### config.mk
export PLATFORM = sky130hd
export DESIGN_NAME = vector_load_assembler
export DESIGN_NICKNAME = d
export VERILOG_FILES = /design/src/rtl/vector_load_assembler.sv
export SDC_FILE = /design/constraint.sdc
export NUM_CORES = 1
export LEC_CHECK = 0
export CORE_MARGIN = 8
export CORE_UTILIZATION = 51
export CTS_BUF_LIST = sky130_fd_sc_hd__clkbuf_8
export CTS_CLUSTER_SIZE = 8
export DETAILED_ROUTE_END_ITERATION = 10
export PLACE_DENSITY = 0.75
export SYNTH_ARGS = -nofsm -noshare
export SYNTH_HDL_FRONTEND = slang
export SYNTH_SLANG_ARGS = --single-unit
### constraint.sdc
create_clock -name clk -period 2 [get_ports clk]
set_input_delay 0.4 -clock clk [delete_from_list [all_inputs] [get_ports clk]]
set_output_delay 0.4 -clock clk [all_outputs]
set_load 0.01 [all_outputs]
### src/rtl/vector_load_assembler.sv
// Collects REG_WIDTH/LANE_WIDTH lane words into one vector and issues a single-cycle register file write.
// Optional macro VLA_X0_GUARD_EN: requests for register 0 complete normally but never raise WE3.
module vector_load_assembler #(
  parameter int REG_WIDTH  = 256,
  parameter int LANE_WIDTH = 32,
  parameter int NUM_REGS   = 32
) (
  input  logic                  clk,
  input  logic                  rst,
  input  logic                  start,
  input  logic [4:0]            dest_addr,
  input  logic                  abort,
  output logic                  idle,
  input  logic                  in_valid,
  input  logic [LANE_WIDTH-1:0] in_data,
  output logic                  in_ready,
  output logic                  WE3,
  output logic [4:0]            A3,
  output logic [REG_WIDTH-1:0]  WD3,
  output logic                  done,
  output logic [1:0]            fsm_state
);

  localparam int NLANES = REG_WIDTH / LANE_WIDTH;
  localparam int CW     = (NLANES > 1) ? $clog2(NLANES) : 1;
  localparam logic [CW-1:0] LAST = CW'(NLANES - 1);

  generate
    if ((REG_WIDTH % LANE_WIDTH) != 0 || NUM_REGS > 32) begin : g_bad_cfg
      $error("vector_load_assembler: unsupported REG_WIDTH/LANE_WIDTH/NUM_REGS");
    end
  endgenerate

  typedef enum logic [1:0] {
    S_IDLE    = 2'd0,
    S_COLLECT = 2'd1,
    S_WRITE   = 2'd2
  } state_t;

  state_t                state;
  logic [CW-1:0]         cnt;
  logic [REG_WIDTH-1:0]  vec;
  logic [REG_WIDTH-1:0]  next_vec;
  logic                  wr_allow;

  // Handshake: a lane is consumed on a rising edge where in_valid and in_ready are both high;
  // in_ready is a registered flag that is high exactly while the FSM sits in COLLECT.

  assign fsm_state = state;

`ifdef VLA_X0_GUARD_EN
  assign wr_allow = (A3 != 5'd0);
`else
  assign wr_allow = 1'b1;
`endif

  always_comb begin
    next_vec = vec;
    for (int i = 0; i < NLANES; i++) begin
      if (cnt == CW'(i)) next_vec[i*LANE_WIDTH +: LANE_WIDTH] = in_data;
    end
  end

  // vec is the working assembly register; WD3 only changes when a full vector completes.
  always_ff @(posedge clk or negedge rst) begin
    if (!rst) begin
      state    <= S_IDLE;
      cnt      <= '0;
      vec      <= '0;
      A3       <= 5'd0;
      WD3      <= '0;
      WE3      <= 1'b0;
      done     <= 1'b0;
      in_ready <= 1'b0;
      idle     <= 1'b1;
    end else begin
      case (state)
        S_IDLE: begin
          if (start) begin
            state    <= S_COLLECT;
            A3       <= dest_addr;
            vec      <= '0;
            cnt      <= '0;
            in_ready <= 1'b1;
            idle     <= 1'b0;
          end
        end
        S_COLLECT: begin
          if (abort) begin
            state    <= S_IDLE;
            cnt      <= '0;
            in_ready <= 1'b0;
            idle     <= 1'b1;
          end else if (in_valid) begin
            vec <= next_vec;
            cnt <= cnt + 1'b1;
            if (cnt == LAST) begin
              state    <= S_WRITE;
              WD3      <= next_vec;
              WE3      <= wr_allow;
              done     <= 1'b1;
              in_ready <= 1'b0;
              idle     <= 1'b1;
            end
          end
        end
        S_WRITE: begin
          WE3  <= 1'b0;
          done <= 1'b0;
          if (start) begin
            state    <= S_COLLECT;
            A3       <= dest_addr;
            vec      <= '0;
            cnt      <= '0;
            in_ready <= 1'b1;
            idle     <= 1'b0;
          end else begin
            state <= S_IDLE;
          end
        end
        default: begin
          state    <= S_IDLE;
          WE3      <= 1'b0;
          done     <= 1'b0;
          in_ready <= 1'b0;
          idle     <= 1'b1;
        end
      endcase
    end
  end

endmodule

==> impl_metrics.xml, run 1 <==
<?xml version="1.0" encoding="UTF-8"?>
<metrics>
  <group name="critical_path">
    <metric name="worstSetupPathType" unit="">register to output pin</metric>
    <metric name="critical_path.startpoint_type" unit="">register</metric>
    <metric name="worst-endpoint-arrival" unit="ns">1.55</metric>
    <metric name="critical_path.top_delay_family" unit="">buffers and inverters</metric>
    <metric name="timing.critical_path.cells" unit="">clkdlybuf4s50_1</metric>
    <metric name="worstPathMaxFanout" unit="">2</metric>
    <metric name="cpMaxStageDelayCell" unit="">sky130_fd_sc_hd__clkdlybuf4s50_1</metric>
    <metric name="crit_required" unit="ns">1.60</metric>
    <metric name="timing.critical_path.slowest_cell_delay" unit="ns">0.55</metric>
    <metric name="timing.critical_path.to_type" unit="">output pin</metric>
    <metric name="critical_path_buf_inv_count" unit="">1</metric>
  </group>
  <group name="global_routing">
    <metric name="grt-ovfl-total" unit="">0</metric>
    <metric name="vias_in_the_first_global_route" unit="">16100</metric>
    <metric name="initial_antenna_violation_count" unit="">2</metric>
    <metric name="grt_first_pass_wirelength" unit="um">99800</metric>
    <metric name="grt_usage" unit="">0.255</metric>
    <metric name="grt_start_max_net_pins" unit="">66</metric>
  </group>
  <group name="sta">
    <metric name="maxSlewHeadroom" unit="">0.696</metric>
    <metric name="final.min_clock_period" unit="ns">1.95</metric>
    <metric name="tightest_slew" unit="ns">0.452</metric>
    <metric name="clock-skew-final" unit="ns">0.0247</metric>
    <metric name="setup-violations-final" unit="">0</metric>
    <metric name="count_of_final_hold_check_violations" unit="">0</metric>
    <metric name="final.period_utilization" unit="">0.976</metric>
    <metric name="setup_slack" unit="ns">0.0485</metric>
    <metric name="max_freq" unit="GHz">0.512</metric>
    <metric name="finalMaxSlewViolations" unit="">0</metric>
    <metric name="rsz0062_at_grt" unit="">no</metric>
  </group>
  <group name="finish">
    <metric name="layout_top_cells_excl_fill_tap" unit="">521 x sky130_fd_sc_hd__dfrtp_1, 516 x sky130_fd_sc_hd__mux2_2, 256 x sky130_fd_sc_hd__a22o_1, 132 x sky130_fd_sc_hd__clkdlybuf4s50_1, 130 x sky130_fd_sc_hd__dlygate4sd2_1</metric>
    <metric name="area_delta_synth_final" unit="%">32.5</metric>
    <metric name="layout_top_cell_excl_fill_tap" unit="">sky130_fd_sc_hd__dfrtp_1</metric>
    <metric name="share_of_the_core_filled_with_cells" unit="">0.686</metric>
    <metric name="layout_cells_sized_above_1" unit="">0.418</metric>
    <metric name="instances_no_fill" unit="">2567</metric>
    <metric name="nNetsFinal" unit="">1972</metric>
    <metric name="fillers" unit="">3051</metric>
  </group>
  <group name="power_and_ir_drop">
    <metric name="power" unit="W">0.0224</metric>
    <metric name="power.density_cell_area" unit="nW/um^2">758</metric>
    <metric name="lkg_pwr" unit="nW">16.1</metric>
    <metric name="ir_drop" unit="mV">0.502</metric>
  </group>
  <group name="placed_design">
    <metric name="finalWeightedCongestion" unit="">0.813</metric>
    <metric name="setup_slack_after_placement" unit="ns">-0.281</metric>
    <metric name="placed_cells" unit="">2392</metric>
    <metric name="detailed_place_hpwl" unit="um">42500</metric>
    <metric name="numPortBuffers" unit="">308</metric>
  </group>
  <group name="die">
    <metric name="initial_cell_density_of_the_core" unit="">0.518</metric>
    <metric name="chipWidth" unit="um">225</metric>
    <metric name="row_count" unit="">76</metric>
    <metric name="boundaryPins" unit="">309</metric>
    <metric name="die_height" unit="um">225</metric>
    <metric name="coreArea" unit="um^2">43100</metric>
    <metric name="dieArea" unit="um^2">50700</metric>
  </group>
  <group name="synthesis">
    <metric name="netlist_instances" unit="">1502</metric>
    <metric name="synthDominantCellAreaShare" unit="">0.588</metric>
    <metric name="yosys_area" unit="um^2">22300</metric>
    <metric name="synth-warning-count" unit="">0</metric>
    <metric name="postSynthAreaPerCell" unit="um^2">14.8</metric>
    <metric name="post_synth_regs" unit="">525</metric>
    <metric name="postSynth.asyncResetShare" unit="">1.00</metric>
    <metric name="fp_nets" unit="">1551</metric>
    <metric name="yosys.area.top_type" unit="">sky130_fd_sc_hd__dfrtp_1</metric>
    <metric name="yosysUniqueCellTypes" unit="">27</metric>
    <metric name="syn-cell-area" unit="um^2">22300</metric>
    <metric name="yosysCellCount" unit="">1502</metric>
    <metric name="synthFlopType" unit="">sky130_fd_sc_hd__dfrtp_1</metric>
    <metric name="edf_count" unit="">0</metric>
    <metric name="synth.top_cells.by_area" unit="">sky130_fd_sc_hd__dfrtp_1 59%, sky130_fd_sc_hd__mux2_2 26%, sky130_fd_sc_hd__a22o_1 10%, sky130_fd_sc_hd__buf_2 1.7%, sky130_fd_sc_hd__clkbuf_1 0.99%</metric>
    <metric name="yosys.stat.seqShare" unit="">0.589</metric>
  </group>
  <group name="detailed_routing">
    <metric name="drt_iter0_markers" unit="">1340</metric>
    <metric name="dr_drc_count" unit="">0</metric>
    <metric name="wire_per_inst" unit="um">26.0</metric>
    <metric name="via_per_inst" unit="">5.87</metric>
    <metric name="drtAntennaViolNets" unit="">0</metric>
    <metric name="first_pass_iteration_count_of_the_detailed_router" unit="">5</metric>
  </group>
  <group name="clock_network">
    <metric name="numCtsBuffers" unit="">84</metric>
    <metric name="worst_skew_pair.late_latency" unit="ns">0.65</metric>
    <metric name="htreeDepth" unit="">3</metric>
    <metric name="worst_setup_hold_path_clk_slew" unit="ns">0.06</metric>
    <metric name="numClockSinks" unit="">525</metric>
    <metric name="cts.path.max_buffers" unit="">3</metric>
    <metric name="clock_tree_from_tritoncts" unit="">yes</metric>
    <metric name="cts.root.buffer_cell" unit="">sky130_fd_sc_hd__clkbuf_8</metric>
  </group>
  <group name="job">
    <metric name="log.warning_count" unit="">32</metric>
    <metric name="timing.max_cap.violations" unit="">0</metric>
  </group>
  <group name="worst_hold_path">
    <metric name="hold_class" unit="">primary input to async pin</metric>
  </group>
  <group name="outcome">
    <metric name="status" unit="">complete, no violations</metric>
  </group>
</metrics>
## run 1: cells in the mapped netlist, types with 2 or more instances
cell type / count
sky130_fd_sc_hd__buf_2: 74
sky130_fd_sc_hd__mux2_2: 516
sky130_fd_sc_hd__nand2_1: 7
sky130_fd_sc_hd__nor2_1: 11
sky130_fd_sc_hd__and2_1: 2
sky130_fd_sc_hd__buf_1: 6
sky130_fd_sc_hd__ha_1: 7
sky130_fd_sc_hd__a22o_1: 256
sky130_fd_sc_hd__nand2b_1: 6
sky130_fd_sc_hd__a21oi_1: 2
sky130_fd_sc_hd__mux2i_2: 2
sky130_fd_sc_hd__clkbuf_1: 59
sky130_fd_sc_hd__mux2_1: 7
sky130_fd_sc_hd__inv_1: 5
sky130_fd_sc_hd__o21ai_0: 2
sky130_fd_sc_hd__mux2_4: 2
sky130_fd_sc_hd__buf_4: 5
sky130_fd_sc_hd__dfrtp_1: 524
## run 1: kinds of logic after synthesis
kind of cell	share of synthesized area
adder cells (fa/ha/maj)	0.00393
AND/OR/NAND/NOR	0.00758
AND-OR/OR-AND	0.102
multiplexers	0.267
buffers and inverters	0.0301
flip-flops	0.589
## run 1: layer usage
layer / wire (um) / vias to the layer above / track usage
met5: 27 / - / 0
met4: 1890 / 4 / 0.0887
met3: 5460 / 138 / 0.0696
met2: 30800 / 661 / 0.394
met1: 28500 / 7863 / 0.346
li1: - / 6409 / -
## run 1: power breakdown
| part | internal [W] | switching [W] |
|---|---|---|
| Sequential | 0.0109 | 0.000128 |
| Combinational | 0.00114 | 0.00135 |
| Clock | 0.00470 | 0.00423 |
## run 1: registers in the layout, summed over array words and instances (netlist names)
register	cells
vec	256
in_ready	1
cnt	3
fsm_state	2
done	1
A3	5
WD3	256
idle	1
## run 1: stage by stage
step | hold WS, ns | instance area [um^2] | setup TNS (ns)
global route | 0.274 | 29600 | 0
CTS | 0.242 | 28900 | 0
floorplan | 0.104 | 22300 | -1.67
global placement | 0.342 | 27400 | -99.51
finish | 0.281 | 29600 | 0
detailed placement | 0.343 | 27400 | -105.95
## run 1: final timing paths
kind,startpoint,end,slack [ns],cells after the start
setup / recovery,WD3[34],WD3[34],0.05,1
hold / removal,rst,vec[224],0.28,2
setup reg to reg,cnt[0],vec[77],0.05,8
hold reg to reg,idle,idle,0.47,2
max in group asynchronous,rst,WD3[172],0.88,3
min in group clk,dest_addr[0],A3[0],0.39,2
## run 1: repair_timing
| item | 4_1_cts | 5_1_grt |
|---|---|---|
| hold buffers | 1 | 0 |
| setup buffers | 2 | 8 |
| gates resized | 132 | 65 |
| endpoints found under the hold margin | 88 | 0 |
| pin swaps | 0 | 1 |
| gates cloned | 0 | 19 |
| endpoints found under the setup margin | 130 | 281 |
## run 1: cell type report
| type | count | area (um^2) | share of cell area |
|---|---|---|---|
| flip-flops and latches | 525 | 13100 | 0.445 |
| multi-input cells | 828 | 8580 | 0.290 |
| repair buffers | 479 | 5470 | 0.185 |
| clock buffers | 105 | 1450 | 0.0489 |
| well taps | 585 | 732 | 0.0248 |
| clock inverters | 39 | 168 | 0.00567 |
| inverters | 5 | 18.8 | 0.000635 |
| diodes | 1 | 2.50 | 0.0000847 |
**Run 1: M2 wires**

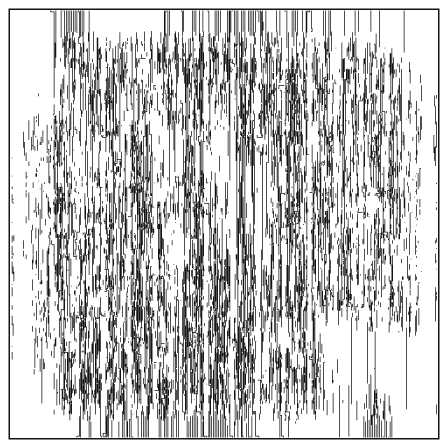
- main direction: vertical
- longest straight run: 107 um
- share of all routed wire: 46%
- nets with wire on the layer: 1841
- wire length on this layer: 30.8 mm
detailed-route via count: 15100
M2 GR Usage: 0.394
Routed Wire Length: 66700 um

**Run 1: cells coloured by class**

Bar = 50 um. Fill, decap, tap and diode cells in grey.
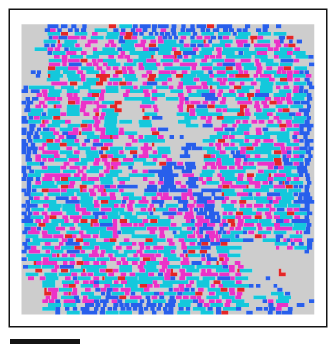
- red: clock drivers and dummy loads (cells 144)
- magenta: remaining logic cells (cells 833)
- blue: remaining buffers and delay cells (cells 479)
- cyan: registers (cells 525)

**Run 1: sizing map**

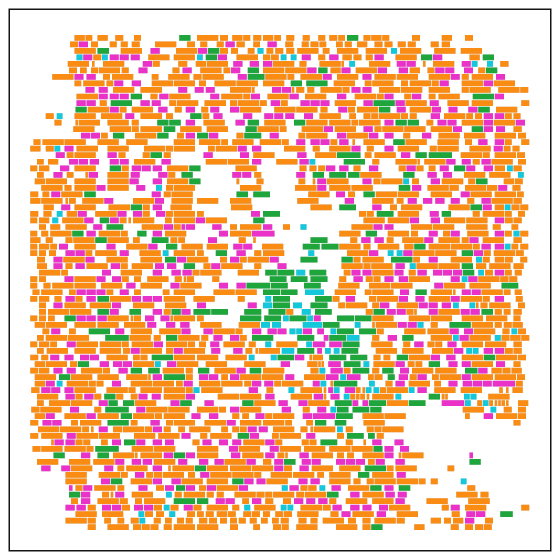
- orange: x1 and smaller (cells 1153)
- green: x6 and larger (cells 195)
- magenta: x2 (cells 538)
- cyan: x3 and x4 (cells 95)

--- run 2 (diff from run 1) ---
Settings changed: CORE_UTILIZATION 51 to 61, GPL_TIMING_DRIVEN from default to 0, PLACE_DENSITY 0.75 to 0.85.
Clock period 2 ns to 2.4 ns, I/O delays scaled along.
==> impl_metrics.xml, run 2 <==
<?xml version="1.0" encoding="UTF-8"?>
<metrics>
  <group name="synthesis">
    <metric name="ys_top_cells_by_count" unit="">524 x sky130_fd_sc_hd__dfrtp_1, 516 x sky130_fd_sc_hd__mux2_2, 256 x sky130_fd_sc_hd__a22o_1</metric>
    <metric name="fp_nets" unit="">1551</metric>
    <metric name="synth-warning-count" unit="">0</metric>
    <metric name="postSynth.asyncResetShare" unit="">1.00</metric>
    <metric name="synth.top_cells.by_area" unit="">sky130_fd_sc_hd__dfrtp_1 59%, sky130_fd_sc_hd__mux2_2 26%, sky130_fd_sc_hd__a22o_1 10%, sky130_fd_sc_hd__buf_2 1.7%, sky130_fd_sc_hd__clkbuf_1 0.99%</metric>
    <metric name="yosys.stat.seqShare" unit="">0.589</metric>
    <metric name="edf_count" unit="">0</metric>
    <metric name="yosysUniqueCellTypes" unit="">27</metric>
    <metric name="postSynthAreaPerCell" unit="um^2">14.8</metric>
    <metric name="syn-cell-area" unit="um^2">22300</metric>
    <metric name="yosys_area" unit="um^2">22300</metric>
  </group>
  <group name="clock_network">
    <metric name="worst_skew_pair.late_latency" unit="ns">0.64</metric>
    <metric name="post-cts-setup-buffers" unit="">0</metric>
    <metric name="htreeDepth" unit="">3</metric>
    <metric name="cts.path.max_buffers" unit="">3</metric>
    <metric name="numCtsBuffers" unit="">84</metric>
    <metric name="worst_setup_hold_path_clk_slew" unit="ns">0.06</metric>
  </group>
  <group name="sta">
    <metric name="tightest_slew" unit="ns">0.748</metric>
    <metric name="finalMaxSlewViolations" unit="">0</metric>
    <metric name="final.period_utilization" unit="">0.967</metric>
    <metric name="accumulated_negative_setup_slack" unit="ns">0</metric>
    <metric name="final.min_clock_period" unit="ns">2.32</metric>
    <metric name="min_hold_slack" unit="ns">0.427</metric>
    <metric name="max_freq" unit="GHz">0.431</metric>
    <metric name="setup-violations-final" unit="">0</metric>
    <metric name="maxSlewHeadroom" unit="">0.502</metric>
  </group>
  <group name="detailed_routing">
    <metric name="dr_drc_count" unit="">0</metric>
    <metric name="wire_per_inst" unit="um">27.1</metric>
    <metric name="drtAntennaViolNets" unit="">0</metric>
    <metric name="via_per_inst" unit="">6.28</metric>
    <metric name="first_pass_iteration_count_of_the_detailed_router" unit="">5</metric>
    <metric name="drt_iter0_markers" unit="">1193</metric>
  </group>
  <group name="critical_path">
    <metric name="cpMaxStageDelayCell" unit="">sky130_fd_sc_hd__dfrtp_1</metric>
    <metric name="timing.critical_path.cells" unit="">ha_1, ha_1, nand4b_1, buf_2, buf_2, mux2_2</metric>
    <metric name="worstPathMaxFanout" unit="">10</metric>
    <metric name="worstSetupPathType" unit="">register to register</metric>
    <metric name="worst-endpoint-arrival" unit="ns">2.83</metric>
    <metric name="critical_path.startpoint_type" unit="">register</metric>
    <metric name="timing.critical_path.to_type" unit="">register</metric>
    <metric name="timing.critical_path.slowest_cell_delay" unit="ns">0.43</metric>
  </group>
  <group name="global_routing">
    <metric name="vias_in_the_first_global_route" unit="">16200</metric>
    <metric name="initial_antenna_violation_count" unit="">2</metric>
    <metric name="grt_first_pass_wirelength" unit="um">100000</metric>
    <metric name="grt_usage" unit="">0.300</metric>
    <metric name="grt_start_max_net_pins" unit="">124</metric>
  </group>
  <group name="finish">
    <metric name="layout_top_cells_excl_fill_tap" unit="">524 x sky130_fd_sc_hd__dfrtp_1, 516 x sky130_fd_sc_hd__mux2_2, 307 x sky130_fd_sc_hd__clkdlybuf4s50_1, 256 x sky130_fd_sc_hd__a22o_1, 107 x sky130_fd_sc_hd__clkbuf_8</metric>
    <metric name="instances_no_fill" unit="">2423</metric>
    <metric name="nNetsFinal" unit="">1949</metric>
    <metric name="layout_cells_sized_above_1" unit="">0.377</metric>
    <metric name="largest_registers" unit="">WD3: 256 flops, vec: 256 flops, A3: 5 flops</metric>
  </group>
  <group name="placed_design">
    <metric name="detailed_place_hpwl" unit="um">44200</metric>
    <metric name="finalWeightedCongestion" unit="">0.865</metric>
    <metric name="numPortBuffers" unit="">308</metric>
    <metric name="placed_cells" unit="">2282</metric>
  </group>
  <group name="die">
    <metric name="boundaryPins" unit="">309</metric>
    <metric name="initial_cell_density_of_the_core" unit="">0.613</metric>
    <metric name="dieArea" unit="um^2">42900</metric>
  </group>
  <group name="outcome">
    <metric name="status" unit="">complete, no violations</metric>
  </group>
  <group name="power_and_ir_drop">
    <metric name="power.density_cell_area" unit="nW/um^2">664</metric>
  </group>
  <group name="job">
    <metric name="log.warning_count" unit="">37</metric>
    <metric name="timing.max_cap.violations" unit="">0</metric>
  </group>
</metrics>
[run 2: cell types whose count changed in the layout (fill, tap and decap cells not counted), sizes merged]
cell           delta
clkdlybuf4s50   +175
dlygate4sd2     -130
buf              -77
clkbuf           +56
dlymetal6s2s     -45
inv               -7
clkinv            +1
clkinvlp          -1
diode             +1
[run 2: final timing paths]
kind                                    from  endpoint  slack (ns)  depth (start not counted)
min in group clk                dest_addr[0]     A3[0]        0.47                          2
max in group asynchronous                rst   WD3[21]        0.43                          4
worst max register to register        cnt[0]  WD3[216]        0.08                          6
worst max-delay path                  cnt[0]  WD3[216]        0.08                          6
worst min-delay path                     rst     A3[2]        0.43                          2
worst min register to register          idle      idle        0.49                          2
[run 2: logic make-up after synthesis]
family                     after synthesis  share of synthesized area
DFF                                    525                      0.589
buffers and inverters                  149                     0.0301
and+or+nand+nor                         31                    0.00758
AOI/OAI and AO/OA                      262                      0.102
adders and majority gates                7                    0.00393
muxes                                  528                      0.267
[run 2: layout make-up]
class	instances	area, um^2
sequential	525	13100
fill	2170	8580
multi-input combinational	828	8490
timing repair buffer	313	3210
clock buffer	107	1470
buffer	143	699
tap	468	586
clock inverter	32	141
inverter	5	18.8
antenna	2	5.00
[run 2: layer usage]
metal | wire, um | vias up | GRT usage
met5 | 0 | - | 0
met4 | 2190 | 0 | 0.115
met3 | 6070 | 141 | 0.0883
met2 | 31100 | 782 | 0.473
met1 | 26200 | 7947 | 0.390
li1 | - | 6341 | -
[run 2: where the power goes]
| group | switching, W | internal (W) |
|---|---|---|
| clock | 0.00354 | 0.00397 |
| sequential | 0.000117 | 0.00904 |
| combinational | 0.00105 | 0.000715 |
| total | 0.00471 | 0.0137 |
[run 2: critical path: cells and delay by family (launching register included)]
kind | cells | cell delay (ns)
adder cells (fa/ha/maj) | 2 | 0.47
buffers and inverters | 2 | 0.71
flip-flops | 1 | 0.43
multiplexers | 1 | 0.40
AND/OR/NAND/NOR | 1 | 0.20
[run 2: repair_timing]
item / CTS / global route
resized: 12 / 22
hold buffers: 1 / 0
endpoints found under the hold margin: 106 / 0
setup endpoints to repair: 91 / 300
[run 2: stage by stage]
stage / area, um^2 / power [W] / util
final: 27800 / 0.0184 / 0.764
after global routing: 27800 / 0.0190 / 0.764
after CTS: 27700 / 0.0185 / 0.763
after detailed placement: 26100 / 0.0111 / 0.718
after global placement: 26000 / 0.0110 / 0.714
after floorplan: 22300 / 0.0103 / -
**Run 2: sizing map**

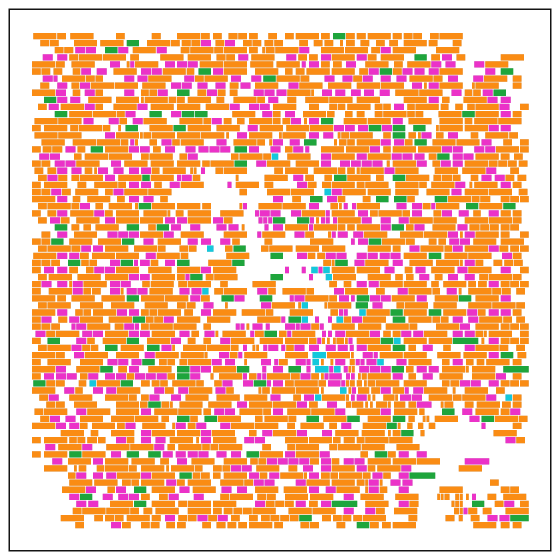
- green: x6 and larger (cells 114)
- orange: x1 and smaller (cells 1217)
- magenta: x2 (cells 601)
- cyan: x3 and x4 (cells 21)
minimum setup slack in the final design: 0.0783 ns
area overhead of the layout relative to synthesis: 24.5%

**Run 2: the clock network**

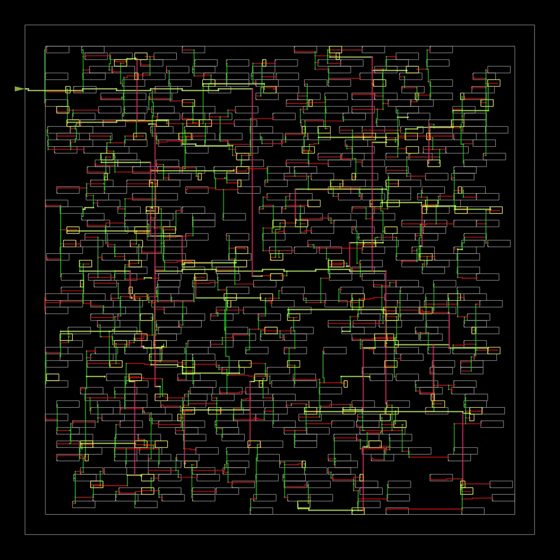
TritonCTS sink count: 525
power attributed to the clock group: 0.00751 W

**Run 2: cells coloured by class**

Bar = 50 um. Fill, decap, tap and diode cells in grey.
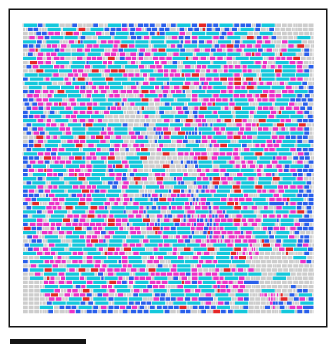
- magenta: remaining logic cells (cells 833)
- cyan: registers (cells 525)
- red: clock drivers and dummy loads (cells 139)
- blue: remaining buffers and delay cells (cells 456)
number of core rows: 70
share of the core filled with cells: 0.764
sequential cell area share: 0.473

Power figures rest on the tool's default switching activity, not on a simulated workload.
